<file path="config.mk">
export PLATFORM = sky130hd
export DESIGN_NAME = hash_msg_feeder
export DESIGN_NICKNAME = d
export VERILOG_FILES = /design/src/rtl/hash_msg_feeder.sv
export SDC_FILE = /design/constraint.sdc
export NUM_CORES = 1
export LEC_CHECK = 0
export CAP_MARGIN = 25
export CORE_MARGIN = 2
export CORE_UTILIZATION = 30
export CTS_CLUSTER_SIZE = 8
export DETAILED_ROUTE_END_ITERATION = 8
export PLACE_DENSITY_LB_ADDON = 0.08
export SLEW_MARGIN = 20
export SYNTH_ARGS = -nofsm -noshare
export SYNTH_HDL_FRONTEND = slang
export SYNTH_SLANG_ARGS = --single-unit
</file>
<file path="constraint.sdc">
create_clock -name clk -period 6.59 [get_ports clk]
set_clock_uncertainty 0.1 [all_clocks]
set_input_delay 1.318 -clock clk [delete_from_list [all_inputs] [get_ports clk]]
set_output_delay 1.318 -clock clk [all_outputs]
set_load 0.01 [all_outputs]
</file>
<file path="src/rtl/hash_msg_feeder.sv">
// hash_msg_feeder: buffers one upstream byte message and replays it to the hash core, returning the digest.
// Optional watchdog abort in WAIT is enabled by defining HASH_FEEDER_WDOG_EN.
module hash_msg_feeder #(
    parameter int DEPTH    = 64,
    parameter int WDOG_CYC = 16
) (
    input  logic        clk,
    input  logic        rst,
    input  logic        s_valid,
    output logic        s_ready,
    input  logic [7:0]  s_data,
    input  logic        s_last,
    input  logic        s_empty,
    output logic        M_valid,
    output logic [7:0]  message,
    output logic [63:0] counter,
    input  logic        hash_ready,
    input  logic [31:0] digest_in,
    output logic        d_valid,
    input  logic        d_ready,
    output logic [31:0] d_data,
    output logic [63:0] d_len,
    output logic        d_trunc,
    output logic        d_err
);
    localparam int AW = $clog2(DEPTH);
    localparam int LW = AW + 1;

    typedef enum logic [2:0] {COLLECT, START, STREAM, WAIT, RESULT} state_t;

    state_t        state;
    logic [7:0]    mem [DEPTH];
    logic [LW-1:0] len, rd_ptr, nlen;
    logic          take, store, done, trunc;
`ifdef HASH_FEEDER_WDOG_EN
    localparam int WW = $clog2(WDOG_CYC);
    logic [WW-1:0] wd;
`endif

    always_comb begin
        take  = (state == COLLECT) && s_valid && s_ready;
        store = take && !(s_last && s_empty);
        nlen  = len + LW'(store);
        done  = take && (s_last || nlen == LW'(DEPTH));
    end

    always_ff @(posedge clk) begin
        if (store) mem[len[AW-1:0]] <= s_data;
    end

    always_ff @(posedge clk) begin
        if (rst) begin
            state   <= COLLECT;
            s_ready <= 1'b0;
            len     <= '0;
            rd_ptr  <= '0;
            trunc   <= 1'b0;
            M_valid <= 1'b0;
            message <= '0;
            counter <= '0;
            d_valid <= 1'b0;
            d_data  <= '0;
            d_len   <= '0;
            d_trunc <= 1'b0;
            d_err   <= 1'b0;
`ifdef HASH_FEEDER_WDOG_EN
            wd      <= '0;
`endif
        end else begin
            case (state)
                COLLECT: begin
                    s_ready <= !done;
                    if (take) len <= nlen;
                    if (done) begin
                        // First byte may be the one being written this cycle, so bypass the buffer.
                        state   <= START;
                        M_valid <= 1'b1;
                        message <= (nlen == '0) ? 8'h00 : (len == '0) ? s_data : mem[0];
                        counter <= 64'(nlen);
                        trunc   <= !s_last;
                        rd_ptr  <= LW'(1);
                    end
                end
                START, STREAM: begin
`ifdef HASH_FEEDER_WDOG_EN
                    wd <= '0;
`endif
                    if (rd_ptr >= len) begin
                        state   <= WAIT;
                        M_valid <= 1'b0;
                        message <= '0;
                    end else begin
                        state   <= STREAM;
                        message <= mem[rd_ptr[AW-1:0]];
                        rd_ptr  <= rd_ptr + LW'(1);
                    end
                end
                WAIT: begin
                    if (hash_ready) begin
                        state   <= RESULT;
                        d_valid <= 1'b1;
                        d_data  <= digest_in;
                        d_len   <= counter;
                        d_trunc <= trunc;
                        d_err   <= 1'b0;
                    end
`ifdef HASH_FEEDER_WDOG_EN
                    else if (wd == WW'(WDOG_CYC - 2)) begin
                        state   <= RESULT;
                        d_valid <= 1'b1;
                        d_data  <= '0;
                        d_len   <= counter;
                        d_trunc <= trunc;
                        d_err   <= 1'b1;
                    end else begin
                        wd <= wd + WW'(1);
                    end
`endif
                end
                RESULT: begin
                    if (d_ready) begin
                        state   <= COLLECT;
                        d_valid <= 1'b0;
                        s_ready <= 1'b1;
                        len     <= '0;
                        rd_ptr  <= '0;
                    end
                end
                default: state <= COLLECT;
            endcase
        end
    end
endmodule

</file>
==> flow_metrics.env <==
# source this file to load flow results
export IMPL_outcome="completed"
export IMPL_fin_crit_sh_pct=65.8
export IMPL_cp_arrival_ns=4.48
export IMPL_p_sw_share_pct=22.3
export IMPL_synth_flops=594
export IMPL_nFillCells=7795
export IMPL_mux_area_share_pct=12.1
export IMPL_synthArstFlopShare_pct=0
export IMPL_r2r_start="state[0]"
export IMPL_via_per_inst=4.79
export IMPL_die_height_um=291
export IMPL_netlist_instances=1598
export IMPL_diodes=0
export IMPL_r2r_cells=7
export IMPL_drc=0
export IMPL_path_class="in -> reg"
export IMPL_port_buffers=104
export IMPL_drt_iter0_drc=1162
export IMPL_p_comb_share_pct=5.3
export IMPL_htreeDepth=3
export IMPL_initCoreUtil_pct=30.2
export IMPL_cts_max_path_buffers=3
export IMPL_finalSetupViolations=0
export IMPL_first_pass_iters=7
export IMPL_ys_sh_adder_pct=0.508
export IMPL_route_detailed_wl_per_inst_um=24.3
export IMPL_fmax_ghz=0.231
export IMPL_switching_power_mw=1.90
export IMPL_ir_drop_v=0.000168
export IMPL_slew_headroom_pct=30.9
export IMPL_cp_start_kind="input port"
export IMPL_synth_avg_cell_area_sq_um=15.4
export IMPL_final_common_cell="edfxtp_1"
export IMPL_fp_coreArea_sq_mm=0.0817
export IMPL_dp_cells=2739
export IMPL_die_x_um=291
export IMPL_slew_violations=0
export IMPL_synth_seq_share_pct=69.1
export IMPL_edf_count=512
export IMPL_nets=1812
export IMPL_clock_latency_ns=0.63
export IMPL_ios=220
export IMPL_pre_cts_ws_ns=1.61
export IMPL_cell_internal_pwr_mw=6.62
export IMPL_crit_path_start="s_valid"
export IMPL_wl_mm=69.2
export IMPL_rsz0062_at_grt="false"
export IMPL_postCtsResizedCells=0
export IMPL_ant_nets=0
export IMPL_grt_ovfl_total=0
export IMPL_critical_path_peak_fanout=13
export IMPL_ys_cells=1598
export IMPL_synthDistinctLibCells=63
export IMPL_holdPathStages=2
export IMPL_cts_sinks=594
export IMPL_post_route_min_period_ns=4.34
export IMPL_p_seq_share_pct=48.7
export IMPL_yosys_area_share_simple_pct=5.64
export IMPL_reg2reg_slack_ns=2.70
export IMPL_cts_root_buf="clkbuf_16"
export IMPL_num_vias=13600
export IMPL_drive_gt1_share_pct=16.2
export IMPL_tightest_slew_ns=1.03
export IMPL_final_cells=2850
export IMPL_power_mw=8.52
export IMPL_drv_cap=0
export IMPL_finalHoldViolations=0
export IMPL_antenna_found_initial=0
export IMPL_cts_hold_fix_buffers=0
export IMPL_rows=105
export IMPL_fin_tns_setup_ns=0
export IMPL_min_path_type="reg -> reg"
export IMPL_cts_setup_buffers=0
export IMPL_logic_family="multiplexers"
export IMPL_finalWorstSetupSlack_ns=2.25
export IMPL_r2r_end="mem[26][0]"
export IMPL_grt_pass1_vias=13900
export IMPL_cts_inserted_buffers=84
export IMPL_power_density_mw_per_mm2=296
export IMPL_ys_sh_aoi_pct=6.49
export IMPL_netlist_area_sq_mm=0.0246
export IMPL_cp_end_kind="register"
export IMPL_synth_main_ff_cell="edfxtp_1"
export IMPL_dieArea_sq_mm=0.0844
export IMPL_synth_warning_count=0
export IMPL_grt_pass1_wl_mm=99.7
export IMPL_clkTransAtPathRegs_ns=0.05
export IMPL_cts_tree="built"
export IMPL_xor_area_share_pct=0.391
export IMPL_ys_area_sq_mm=0.0246
export IMPL_p_leak_nw=8.98
export IMPL_grt_use_total_pct=16.2
export IMPL_gp_congestion=0.757
export IMPL_endpoint="mem[26][0]"
export IMPL_layout_top_cells="512 x edfxtp_1, 115 x conb_1, 111 x nand2_1"
export IMPL_area_growth_pct=16.9
export IMPL_cp_required_ns=6.74
export IMPL_warning_count=26
export IMPL_clkPwrFrac_pct=45.9
export IMPL_grt_max_degree=80
export IMPL_dp_hpwl_mm=44.0
metal layers:
metal  up-vias  routed length, um  global-route usage, %
li1       6190                  -                      -
met1      6986              31500                   22.1
met2       360              32300                   25.7
met3       111               3310                   3.31
met4         0               2000                   5.69
met5         -                  0                      0
cell usage after synthesis, types with 2 or more instances:
cell / instances / area [sq um]
edfxtp_1: 512 / 15400
buf_4: 129 / 968
nand2_1: 111 / 417
nor2_1: 99 / 372
a21oi_1: 97 / 485
mux2i_1: 97 / 971
dfxtp_1: 82 / 1640
mux4_2: 70 / 1580
mux2_2: 39 / 439
clkbuf_1: 34 / 128
a211oi_1: 27 / 203
nor2b_1: 27 / 169
o21ai_0: 27 / 135
buf_2: 25 / 125
nand3_1: 25 / 125
a22oi_1: 20 / 150
inv_1: 18 / 67.6
a31oi_1: 15 / 93.8
xnor2_1: 11 / 96.3
ha_1: 10 / 125
o211ai_1: 10 / 75.1
o22ai_1: 10 / 62.6
a22o_1: 7 / 61.3
buf_6: 7 / 78.8
o21a_1: 7 / 52.6
a311oi_1: 6 / 52.6
nand2b_1: 6 / 37.5
nand4_1: 6 / 37.5
o221ai_1: 6 / 52.6
nor2_2: 5 / 31.3
nor3_1: 5 / 25.0
buf_1: 4 / 15.0
a211oi_2: 3 / 37.5
and2b_1: 3 / 22.5
or3_1: 3 / 18.8
a2111oi_0: 2 / 17.5
a21oi_2: 2 / 17.5
a31o_2: 2 / 17.5
and2_1: 2 / 12.5
nor4_1: 2 / 12.5
nor4b_1: 2 / 17.5
or2_2: 2 / 12.5
cell type report:
type	instances	area, sq um	share of cell area (%)
clock inverter	8	143	0.495
inverter	19	71.3	0.248
sequential	594	17000	59.1
timing repair buffer	158	1410	4.90
tap	1070	1340	4.65
clock buffer	103	2170	7.55
multi-input combinational	898	6640	23.1
through the flow:
step                instance area, sq um  util (%)  hold WS [ns]
finish                             28800      35.2         0.353
global route                       28800      35.2         0.368
CTS                                28800      35.2         0.355
detailed placement                 26500      32.4         0.348
global placement                   26500      32.4         0.342
floorplan                          25100         -         0.332
critical path, cell delays in order:
cell and delay [ns]:
clkdlybuf4s50_1 0.48, nand4b_1 0.10, buf_4 0.20, a21oi_1 0.45, and2b_1 0.26, nand3_1 0.76, nor2_1 0.91
power groups by stage:
stage                     logic, mW  clock network (mW)  registers [mW]
after floorplan               0.296                   0            4.21
after global placement        0.463                   0            4.22
after detailed placement      0.464                   0            4.22
after CTS                     0.464                4.04            4.15
after global routing          0.496                4.18            4.15
final                         0.454                3.91            4.15
how the worst min path moves through the flow:
stage	from	endpoint	slack (ns)
after detailed placement	d_data[19]	d_data[19]	0.35
after global routing	d_len[2]	d_len[2]	0.37
after floorplan	trunc	d_trunc	0.33
after CTS	d_data[19]	d_data[19]	0.35
after global placement	d_data[19]	d_data[19]	0.34
final	d_data[31]	d_data[31]	0.35
sequential cells by signal (all words and copies together), names as in the netlist, named ones only:
| signal | cells |
|---|---|
| state | 3 |
| mem | 512 |
| len | 7 |
| d_trunc | 1 |
| s_ready | 1 |
| message | 8 |
| d_data | 32 |
| M_valid | 1 |
| d_len | 7 |
| counter | 7 |
| d_valid | 1 |
| trunc | 1 |
| rd_ptr | 7 |
Fig. 1: signal wires by layer
(1.5 px per um)
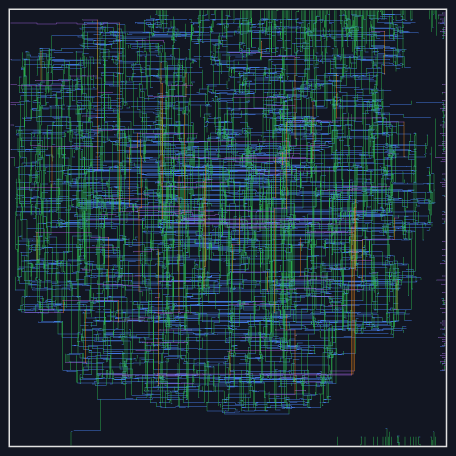
| colour | layer | wire length |
|---|---|---|
| green | M2 | 32.3 mm |
| blue | M1 | 31.5 mm |
| orange | M4 | 2000 um |
| purple | M3 | 3310 um |

Fig. 2: supply network
(1 px per um) Pins as bars on the die edge.
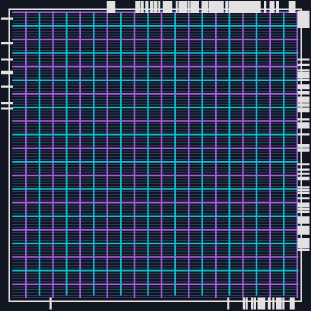
| colour | net |
|---|---|
| cyan | VDD |
| purple | VSS |
signal pins: 220
rows: 105
met4 straps: 21

Power and IR drop assume default switching activity.
